===== src/rtl/avalon_ack_watchdog_if.sv =====
// Single-transfer Avalon-style bus between a master and a slave.
// Requests, address and data flow master->slave; read data and acknowledge flow slave->master.
interface avalon_ack_watchdog_if;
    logic        read;
    logic        write;
    logic [31:0] address;
    logic [3:0]  byte_enable;
    logic [31:0] write_data;
    logic [31:0] read_data;
    logic        acknowledge;

    modport master (
        output read, write, address, byte_enable, write_data,
        input  read_data, acknowledge
    );

    modport slave (
        input  read, write, address, byte_enable, write_data,
        output read_data, acknowledge
    );
endinterface


===== src/rtl/avalon_ack_watchdog.sv =====
// Transaction guard: forwards single Avalon accesses and forces an error ack if the slave hangs.
// Optional AVL_WATCHDOG_STATS_EN adds a saturating timeout_count output.
module avalon_ack_watchdog #(
    parameter int unsigned TIMEOUT_CYCLES = 1024,
    parameter int unsigned TIMEOUT_W      = 16,
    parameter logic [31:0] ERR_DATA       = 32'hDEAD_BEEF
) (
    input  logic                         clk,
    input  logic                         nreset,
    avalon_ack_watchdog_if.slave         m_bus,
    avalon_ack_watchdog_if.master        s_bus,
    output logic                         timeout_err,
    output logic                         proto_err
`ifdef AVL_WATCHDOG_STATS_EN
    ,
    output logic [15:0]                  timeout_count
`endif
);

    typedef enum logic [1:0] {
        IDLE  = 2'd0,
        ISSUE = 2'd1,
        DONE  = 2'd2
    } state_t;

    localparam logic [TIMEOUT_W-1:0] LAST_WAIT = TIMEOUT_W'(TIMEOUT_CYCLES - 1);

    state_t               state;
    logic [TIMEOUT_W-1:0] wait_cnt;

    always_ff @(posedge clk) begin
        if (!nreset) begin
            state               <= IDLE;
            wait_cnt            <= '0;
            s_bus.read          <= 1'b0;
            s_bus.write         <= 1'b0;
            s_bus.address       <= '0;
            s_bus.byte_enable   <= '0;
            s_bus.write_data    <= '0;
            m_bus.read_data     <= '0;
            m_bus.acknowledge   <= 1'b0;
            timeout_err         <= 1'b0;
            proto_err           <= 1'b0;
`ifdef AVL_WATCHDOG_STATS_EN
            timeout_count       <= '0;
`endif
        end else begin
            m_bus.acknowledge <= 1'b0;
            timeout_err       <= 1'b0;
            proto_err         <= 1'b0;
            case (state)
                IDLE: begin
                    if (s_bus.acknowledge) begin
                        proto_err <= 1'b1;
                    end
                    if (m_bus.read && m_bus.write) begin
                        m_bus.acknowledge <= 1'b1;
                        m_bus.read_data   <= ERR_DATA;
                        proto_err         <= 1'b1;
                        state             <= DONE;
                    end else if (m_bus.read || m_bus.write) begin
                        s_bus.read        <= m_bus.read;
                        s_bus.write       <= m_bus.write;
                        s_bus.address     <= m_bus.address;
                        s_bus.byte_enable <= m_bus.byte_enable;
                        s_bus.write_data  <= m_bus.write_data;
                        wait_cnt          <= '0;
                        state             <= ISSUE;
                    end
                end
                ISSUE: begin
                    // A real ack on the expiry cycle takes priority over the forced error.
                    if (s_bus.acknowledge) begin
                        s_bus.read        <= 1'b0;
                        s_bus.write       <= 1'b0;
                        m_bus.acknowledge <= 1'b1;
                        m_bus.read_data   <= s_bus.read ? s_bus.read_data : 32'h0;
                        state             <= DONE;
                    end else if (wait_cnt == LAST_WAIT) begin
                        s_bus.read        <= 1'b0;
                        s_bus.write       <= 1'b0;
                        m_bus.acknowledge <= 1'b1;
                        m_bus.read_data   <= ERR_DATA;
                        timeout_err       <= 1'b1;
                        state             <= DONE;
`ifdef AVL_WATCHDOG_STATS_EN
                        if (timeout_count != 16'hFFFF) begin
                            timeout_count <= timeout_count + 16'd1;
                        end
`endif
                    end else begin
                        wait_cnt <= wait_cnt + 1'b1;
                    end
                end
                DONE: begin
                    // Waiting for the master to drop its request stops a held request re-issuing.
                    if (s_bus.acknowledge) begin
                        proto_err <= 1'b1;
                    end
                    if (!m_bus.read && !m_bus.write) begin
                        state <= IDLE;
                    end
                end
                default: begin
                    state <= IDLE;
                end
            endcase
        end
    end

endmodule


===== src/flat_wrapper.sv =====
// flat-port wrapper written by rule: the top's interface ports become plain ports
module avalon_ack_watchdog_flat 
#(
    parameter int unsigned TIMEOUT_CYCLES = 1024,
    parameter int unsigned TIMEOUT_W      = 16,
    parameter logic [31:0] ERR_DATA       = 32'hDEAD_BEEF
)
  (clk, nreset, timeout_err, proto_err, m_bus_read, m_bus_write, m_bus_address, m_bus_byte_enable, m_bus_write_data, m_bus_read_data, m_bus_acknowledge, s_bus_read, s_bus_write, s_bus_address, s_bus_byte_enable, s_bus_write_data, s_bus_read_data, s_bus_acknowledge);
  avalon_ack_watchdog_if m_bus_i ();
  avalon_ack_watchdog_if s_bus_i ();
  input  logic clk;
  input  logic nreset;
  output logic timeout_err;
  output logic proto_err;
  input wire logic [$bits(m_bus_i.read)-1:0] m_bus_read;
  input wire logic [$bits(m_bus_i.write)-1:0] m_bus_write;
  input wire logic [$bits(m_bus_i.address)-1:0] m_bus_address;
  input wire logic [$bits(m_bus_i.byte_enable)-1:0] m_bus_byte_enable;
  input wire logic [$bits(m_bus_i.write_data)-1:0] m_bus_write_data;
  output wire logic [$bits(m_bus_i.read_data)-1:0] m_bus_read_data;
  output wire logic [$bits(m_bus_i.acknowledge)-1:0] m_bus_acknowledge;
  output wire logic [$bits(s_bus_i.read)-1:0] s_bus_read;
  output wire logic [$bits(s_bus_i.write)-1:0] s_bus_write;
  output wire logic [$bits(s_bus_i.address)-1:0] s_bus_address;
  output wire logic [$bits(s_bus_i.byte_enable)-1:0] s_bus_byte_enable;
  output wire logic [$bits(s_bus_i.write_data)-1:0] s_bus_write_data;
  input wire logic [$bits(s_bus_i.read_data)-1:0] s_bus_read_data;
  input wire logic [$bits(s_bus_i.acknowledge)-1:0] s_bus_acknowledge;
  assign m_bus_i.read = m_bus_read;
  assign m_bus_i.write = m_bus_write;
  assign m_bus_i.address = m_bus_address;
  assign m_bus_i.byte_enable = m_bus_byte_enable;
  assign m_bus_i.write_data = m_bus_write_data;
  assign m_bus_read_data = m_bus_i.read_data;
  assign m_bus_acknowledge = m_bus_i.acknowledge;
  assign s_bus_read = s_bus_i.read;
  assign s_bus_write = s_bus_i.write;
  assign s_bus_address = s_bus_i.address;
  assign s_bus_byte_enable = s_bus_i.byte_enable;
  assign s_bus_write_data = s_bus_i.write_data;
  assign s_bus_i.read_data = s_bus_read_data;
  assign s_bus_i.acknowledge = s_bus_acknowledge;
  avalon_ack_watchdog #(.TIMEOUT_CYCLES(TIMEOUT_CYCLES), .TIMEOUT_W(TIMEOUT_W), .ERR_DATA(ERR_DATA)) u_core (.clk(clk), .nreset(nreset), .m_bus(m_bus_i), .s_bus(s_bus_i), .timeout_err(timeout_err), .proto_err(proto_err));
endmodule

===== config.mk =====
export PLATFORM = sky130hd
export DESIGN_NAME = avalon_ack_watchdog_flat
export DESIGN_NICKNAME = d
export VERILOG_FILES = /design/src/rtl/avalon_ack_watchdog_if.sv /design/src/rtl/avalon_ack_watchdog.sv /design/src/flat_wrapper.sv
export SDC_FILE = /design/constraint.sdc
export NUM_CORES = 1
export LEC_CHECK = 0
export ABC_AREA = 1
export CORE_MARGIN = 3
export CORE_UTILIZATION = 44
export CTS_CLUSTER_DIAMETER = 100
export DETAILED_ROUTE_END_ITERATION = 10
export DONT_BUFFER_PORTS = 1
export GPL_TIMING_DRIVEN = 0
export PLACE_DENSITY = 0.57
export SYNTH_ARGS = -nofsm -noshare
export SYNTH_HDL_FRONTEND = slang
export SYNTH_SLANG_ARGS = --single-unit

===== constraint.sdc =====
create_clock -name clk -period 2.7 [get_ports clk]
set_input_delay 0.405 -clock clk [delete_from_list [all_inputs] [get_ports clk]]
set_output_delay 0.405 -clock clk [all_outputs]
set_load 0.005 [all_outputs]

Figure 1. Clock network drawn from the DEF (run 1).
Scale bar: 20 um.
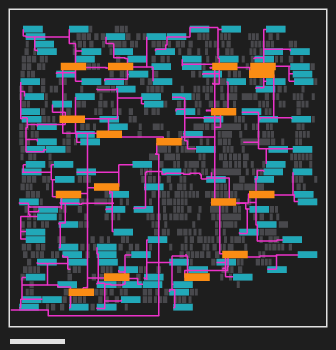
Magenta stands for clock wires, length 1570 um. Cyan stands for flip-flops, count 123. Orange stands for clock-net drivers, count 17.
There are 18 routed clock nets. Position of the flops: all over the die.

Figure 2. Register map, names as in the netlist (run 1).
Scale bar: 20 um. Other sequential cells in the stronger grey, the rest of the logic in the fainter grey.
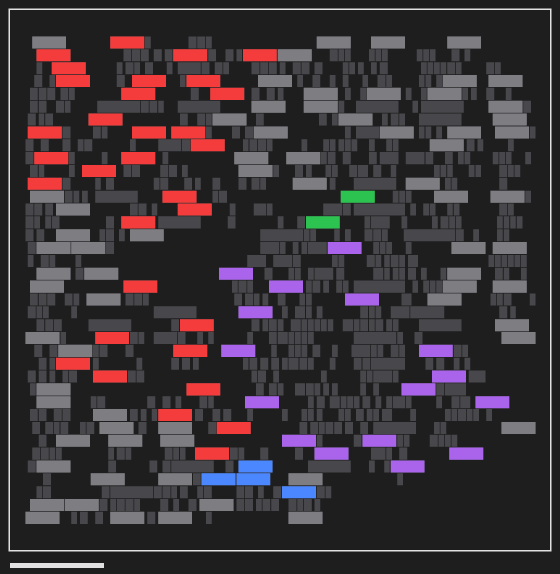
Red stands for u_core.s_bus.address, sequential cells 32. Purple stands for u_core.wait_cnt, sequential cells 16. Blue stands for u_core.s_bus.byte_enable, sequential cells 4, where bottom middle. Green stands for u_core.state, sequential cells 2.
Another 69 sequential cells are not coloured.

Figure 3. Cell sizes after repair (run 1).
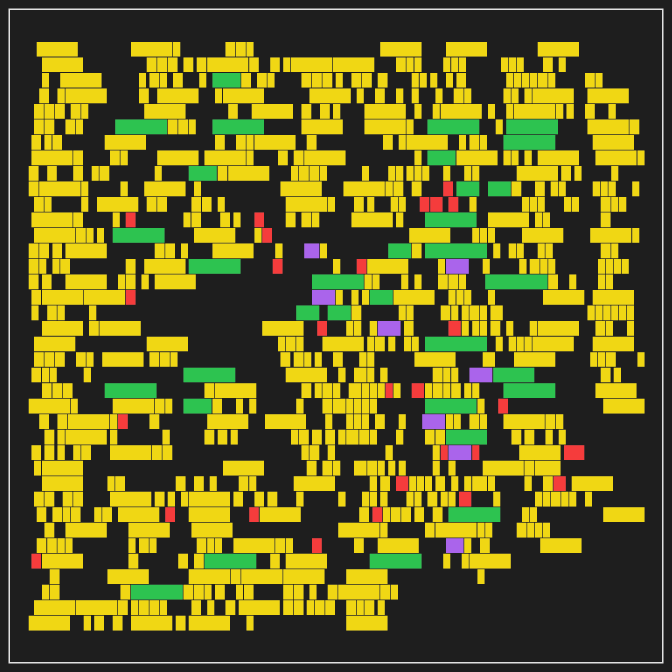
Yellow stands for x1 and smaller, cells 680, share 91%. Purple stands for x3 and x4, cells 8, share 1.1%. Red stands for x2, cells 27, share 3.6%. Green stands for x6 and larger, cells 32, share 4.3%.

==> impl_metrics.csv, run 1 <==
group,metric,value,unit
status,outcome,"finished clean",
place,dpl_cell_area,5340,um2
final_layout,finalInstanceArea,5950,um2
setup_path,critical_path.reg2reg.startpoint,"u_core.wait_cnt[0]",
pwr,powerSeq,2240,uW
pwr,power_density,883,nW/um2
synthesis,synth.top_cell.area_share,47.7,%
setup_path,max_stage_delay,370,ps
setup_path,crit_path_start,"u_core.wait_cnt[0]",
route,num_vias,4511,
synthesis,edf_count,0,
sta,worstMarginPinSlew,598,ps
final_layout,ff_latch_area,2460,um2
die,rows,38,
place,dp_hpwl,10.5,mm
synthesis,synthTopCellsByCount,"144 x nand2_1, 123 x dfxtp_1, 119 x inv_1",
synthesis,topCombFamilyByArea,"simple AND/OR/NAND/NOR gates",
place,place_ws,959,ps
setup_path,worstSetupPathType,"register to register",
setup_path,cpMaxStageDelayCell,"dfxtp_1",
die,die_x,114,um
clock_tree,cts_post_setup_buffers_inserted,0,
setup_path,cp_num_cells,9,
setup_path,crit_family,"simple AND/OR/NAND/NOR gates",
die,die-area,13100,um2
setup_path,end_kind,"register",
min_path,min_to,"u_core.m_bus.read_data[20]",
min_path,hold_path_depth,2,
synthesis,synthCells,715,
final_layout,final.clkbuf_count,26,
job,maxCapViolations,0,
route,drtIter0Drc,207,
sta,fmax,0.611,GHz
synthesis,ys_seq_share,47.7,%
pwr,power.share.sequential,42.7,%
job,warnings,26,
synthesis,area_leaders,"dfxtp_1 48%, a21oi_1 11%, nand2_1 10%, inv_1 8.7%, o21ai_0 6.9%",
synthesis,yosys_cells,715,
pwr,p_comb_share,13.2,%
sta,slew_viol_final,0,
global_routing,grt_pass1_vias,4409,
synthesis,syn_area,5160,um2
clock_tree,clock.latency.late_pin,410,ps
clock_tree,numCtsBuffers,17,
final_layout,syn2layout_area_growth,15.2,%
synthesis,ys_sh_mux,0,%
final_layout,seq_share,41.4,%
setup_path,cp.required,3000,ps
sta,post-route-min-period,1640,ps
route,wl_per_cell,15.6,um
pwr,vdd_drop_max,0.521,mV
pwr,total_power,5250,uW
final_layout,stdcell_count,887,
min_path,hp-start,"s_bus_read_data[20]",
setup_path,rrSetupSlack,1060,ps
synthesis,avgSynthCellArea,7.22,um2
global_routing,grt_max_degree,17,
sta,setup_viol,0,
sta,hold_slack,161,ps
route,via_per_inst,5.09,
setup_path,worst-path-buf-inv,1,
synthesis,flop_cell,"dfxtp_1",
setup_path,cp_cell_sequence,"ha_1 > nand3_2 > nor2_8 > nand2_4 > nand2_8 > nand2_4 > buf_6 > a21oi_1 > nor2_1",
final_layout,layout-drive-gt1-share,8.97,%
synthesis,top_cell,"nand2_1",
final_layout,clkCellAreaFrac,10.2,%
synthesis,yosys.area_share.aoi,18.3,%
route,wl,13.8,mm
setup_path,worstPathMaxFanout,10,
clock_tree,cts_root_buf,"clkbuf_16",
pwr,p_leak,0.00251,uW
route,ant_nets,0,
synthesis,ys_sh_simple,20.5,%
sta,fin_setup_tns,0,ps
final_layout,fillers,1121,
global_routing,track_usage,21.2,%
global_routing,grt.overflow.total,0,
final_layout,biggestCellCategory,"sequential cells",
die,io_pins,210,
setup_path,arrival,1940,ps
die,core_area,11200,um2
==> run 1: registers in the layout, summed over array words and instances, names as in the netlist <==
name,cells
u_core.m_bus.acknowledge,1
u_core.m_bus.read_data,32
u_core.proto_err,1
u_core.s_bus.address,32
u_core.s_bus.byte_enable,4
u_core.s_bus.read,1
u_core.s_bus.write,1
u_core.s_bus.write_data,32
u_core.state,2
u_core.timeout_err,1
u_core.wait_cnt,16
==> run 1: layer usage <==
layer  part of all wire, %  wire (um)  track usage (%)
met2                    50       6910             36.4
met3                    11       1520             9.46
met5                     0          0                0
met4                   1.7        233             8.31
met1                    37       5150             23.0
Figure 4. Signal metal coverage by tile (run 1).
23 x 23 tiles, from dark blue (low) to red (high), scaled to the fullest tile. Values are wire area over tile area, all layers added.
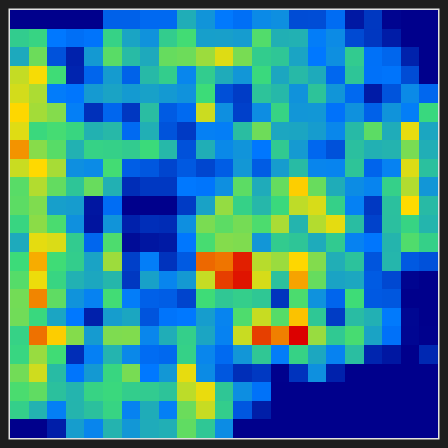

--- run 2 (diff from run 1) ---
clock period = 1.58 ns   (was 2.7 ns; I/O delays follow)
Figure 5. Signal metal coverage by tile (run 2).
23 x 23 tiles, from dark blue (low) to red (high), scaled to the fullest tile. Values are wire area over tile area, all layers added.
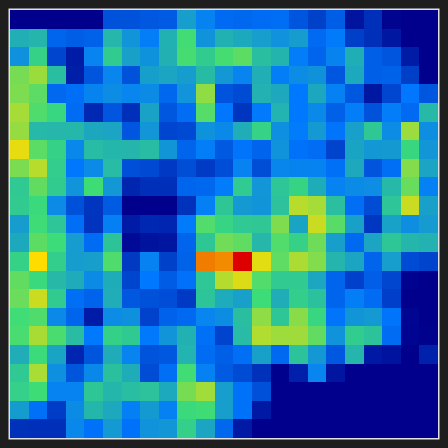
The mean over all tiles is 0.18. The emptiest ninth of the die: bottom right. 11% of the tiles are nearly empty. 13% of the tiles are over half the peak. The fullest tile reaches 0.61.

==> run 2 against run 1 <==
Against the previous run: flip-flop count unchanged; maximum frequency up 13%; first-iteration DRC count down 4.8%; area after synthesis unchanged; largest power group unchanged; highest routed layer unchanged.
==> impl_metrics.csv, run 2 <==
group,metric,value,unit
status,outcome,"finished clean",
pwr,vdd_drop_max,0.884,mV
route,wl_met1,5.26,mm
setup_path,end_kind,"register",
setup_path,worstSetupPathType,"register to register",
sta,setup_viol,0,
synthesis,ys_seq_share,47.7,%
setup_path,arrival,1720,ps
pwr,total_power,9020,uW
global_routing,grt_max_degree,17,
pwr,power.share.sequential,42.5,%
route,routed.top_layer,"met4",
die,die-area,13100,um2
synthesis,yosys.area_share.aoi,18.3,%
sta,fmax,0.688,GHz
synthesis,ys_sh_simple,20.5,%
synthesis,area_leaders,"dfxtp_1 48%, a21oi_1 11%, nand2_1 10%, inv_1 8.7%, o21ai_0 6.9%",
synthesis,synth.top_cell.area_share,47.7,%
synthesis,topCombFamilyByArea,"simple AND/OR/NAND/NOR gates",
die,die_x,114,um
route,ant_nets,0,
die,io_pins,210,
synthesis,edf_count,0,
synthesis,avgSynthCellArea,7.22,um2
synthesis,yosysWarnings,0,
pwr,powerSeq,3830,uW
setup_path,cp_cell_sequence,"ha_4 > nand3_4 > nor2_8 > nand2_4 > nand2_8 > nand2_4 > buf_6 > nand2_1 > a21oi_1",
global_routing,met3_usage,9.36,%
setup_path,worstPathMaxFanout,10,
sta,fin_setup_tns,0,ps
setup_path,cpMaxStageDelayCell,"dfxtp_2",
route,num_vias,4518,
pwr,p_leak,0.00258,uW
global_routing,grtUsageMet1,23.2,%
min_path,hp-class,"input port to register",
synthesis,flop_cell,"dfxtp_1",
clock_tree,cts_root_buf,"clkbuf_16",
synthesis,syn_area,5160,um2
job,maxCapViolations,0,
global_routing,top_usage_layer,"met2",
route,wl_per_cell,15.6,um
final_layout,finalInstanceArea,6110,um2
die,rows,38,
sta,slew_viol_final,0,
clock_tree,clock.latency.late_pin,410,ps
route,wl,14.0,mm
sta,post-route-min-period,1450,ps
job,warnings,26,
setup_path,cp.required,1850,ps
final_layout,layout-drive-gt1-share,11.1,%
sta,worstMarginPinSlew,590,ps
synthesis,synthCells,715,
synthesis,synthTopCellsByCount,"144 x nand2_1, 123 x dfxtp_1, 119 x inv_1",
setup_path,worst-path-buf-inv,1,
clock_tree,numCtsBuffers,17,
global_routing,antenna_found_initial,0,
synthesis,yosys_cells,715,
route,dr_wl_met2,7.02,mm
setup_path,max_stage_delay,360,ps
global_routing,track_usage,21.4,%
final_layout,fillers,1098,
pwr,p_comb_share,13.6,%
place,dp_hpwl,10.5,mm
route,via_per_inst,5.03,
pwr,power_density,1480,nW/um2
setup_path,crit_family,"simple AND/OR/NAND/NOR gates",
route,drtIter0Drc,197,
synthesis,ys_sh_mux,0,%
synthesis,top_cell,"nand2_1",
place,dpl_cell_area,5340,um2
place,place_ws,-60.6,ps
Figure 6. Cell outlines without signal wires (run 2).
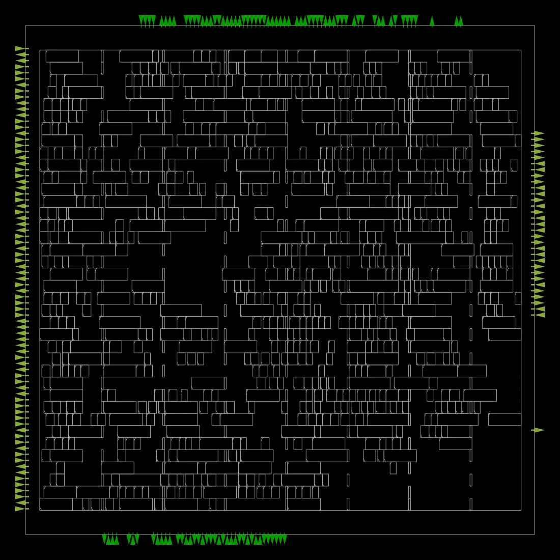
Finished Layout Cells: 898
core area: 11200 um2
well tap count: 140
flop count: 123

## run 2: layout make-up
type / count / share of cell area [%]
Multi-Input combinational cell: 427 / 33.4
Buffer: 42 / 3.99
Timing Repair Buffer: 11 / 1.72
Tap cell: 140 / 2.87
Inverter: 123 / 7.61
Sequential cell: 123 / 40.4
Clock buffer: 26 / 8.17
Clock inverter: 6 / 1.78
## run 2: worst paths after layout
kind / from / endpoint / slack, ps / depth (start not counted)
worst max register to register: u_core.wait_cnt[1] / u_core.m_bus.read_data[20] / 130 / 9
worst min register to register: u_core.wait_cnt[0] / u_core.wait_cnt[0] / 460 / 1
worst max-delay path: u_core.wait_cnt[1] / u_core.m_bus.read_data[20] / 130 / 9
worst min-delay path: m_bus_address[3] / u_core.s_bus.address[3] / 30 / 2
Figure 7. Clock network drawn from the DEF (run 2).
Scale bar: 20 um.
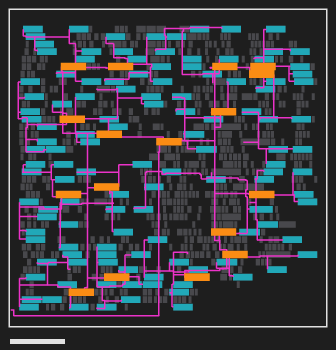

--- run 3 (diff from run 2) ---
SKIP_CTS_REPAIR_TIMING = 1   (was unset)
clock period = 1.41 ns   (was 1.58 ns; I/O delays follow)
Figure 8. Clock network drawn from the DEF (run 3).
Scale bar: 20 um.
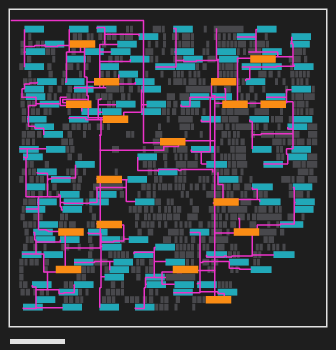
Cyan stands for flip-flops, count 123. Magenta stands for clock wires, length 1570 um. Orange stands for clock-net drivers, count 17.
There are 18 routed clock nets. Position of the flops: all over the die.

==> run 3 against run 2 <==
Against the previous run: clock skew is 3.3 ps higher; cell count is 1.0% higher; total power is 15% higher; critical path depth stayed put; sequential power is 12% higher; critical path type unchanged; critical endpoint is now u_core.m_bus.read_data[22]; global-route usage is 0.33 points higher; the run now ends with hold timing, setup timing left.
==> impl_metrics.csv, run 3 <==
group,metric,value,unit
status,outcome,"complete, but fails checks",
status,violations,"hold timing, setup timing",
final_layout,fillers,1081,
min_path,hp-class,"input port to register",
synthesis,ys_seq_share,47.7,%
synthesis,avgSynthCellArea,7.22,um2
pwr,power.share.sequential,41.3,%
global_routing,track_usage,21.7,%
final_layout,logic_gates,427,
final_layout,buffers,62,
route,wl,14.6,mm
sta,hold_slack,-8.46,ps
route,drtIter0Drc,197,
job,maxCapViolations,0,
setup_path,end_kind,"register",
synthesis,yosysWarnings,0,
sta,layout_setup_ws,-79.3,ps
final_layout,stdcell_count,907,
sta,hold_viol,2,
final_layout,seq_cells,123,
pwr,power_density,1620,nW/um2
place,place_ws,-248,ps
route,via_per_inst,5.10,
setup_path,worst-path-buf-inv,1,
synthesis,top_cell,"nand2_1",
clock_tree,clock.latency.late_pin,410,ps
synthesis,yosys_cells,715,
clock_tree,cts_root_buf,"clkbuf_16",
sta,setup_viol,35,
sta,fin_setup_tns,-1010,ps
clock_tree,numCtsBuffers,17,
setup_path,worstSetupPathType,"register to register",
synthesis,synth.top_cell.area_share,47.7,%
route,routed.top_layer,"met4",
setup_path,worstPathMaxFanout,9,
die,rows,38,
final_layout,layout-drive-gt1-share,18.9,%
route,wl_per_cell,16.1,um
route,ant_nets,0,
setup_path,cp_cell_sequence,"ha_4 > nand3_4 > nor2_8 > nand2_4 > nand2_8 > nand2_8 > buf_8 > nand2_4 > a21oi_2",
die,io_pins,210,
global_routing,met3_usage,9.14,%
sta,post-route-min-period,1490,ps
synthesis,syn_area,5160,um2
sta,worstMarginPinSlew,648,ps
pwr,p_comb_share,15.4,%
Figure 9. Signal metal coverage by tile (run 3).
23 x 23 tiles, from dark blue (low) to red (high), scaled to the fullest tile. Values are wire area over tile area, all layers added.
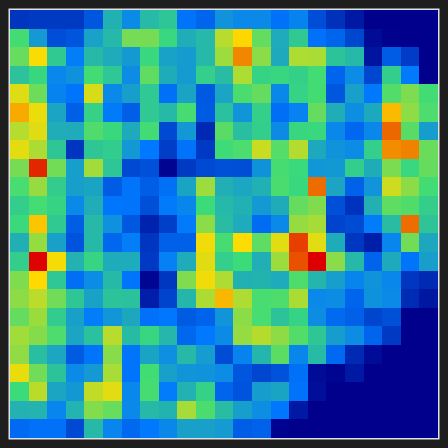
8.5% of the tiles are nearly empty. The emptiest ninth of the die: bottom right. The fullest tile reaches 0.51. The mean over all tiles is 0.19.

[run 3: path summary, 6_finish.rpt]
check / from / end / slack, ps / cells after the start
setup / recovery: u_core.wait_cnt[0] / u_core.m_bus.read_data[22] / -80 / 9
hold / removal: m_bus_address[1] / u_core.s_bus.address[1] / -8 / 2
setup reg to reg: u_core.wait_cnt[0] / u_core.m_bus.read_data[22] / -80 / 9
hold reg to reg: u_core.wait_cnt[0] / u_core.wait_cnt[0] / 450 / 1
[run 3: kinds of logic after synthesis]
family                     Yosys count  synth area share [%]
adders and majority gates            1                 0.242
AOI/OAI and AO/OA                  188                  18.3
buffers and inverters              165                  13.3
and+or+nand+nor                    238                  20.5
DFF                                123                  47.7
Power and IR drop assume default switching activity.
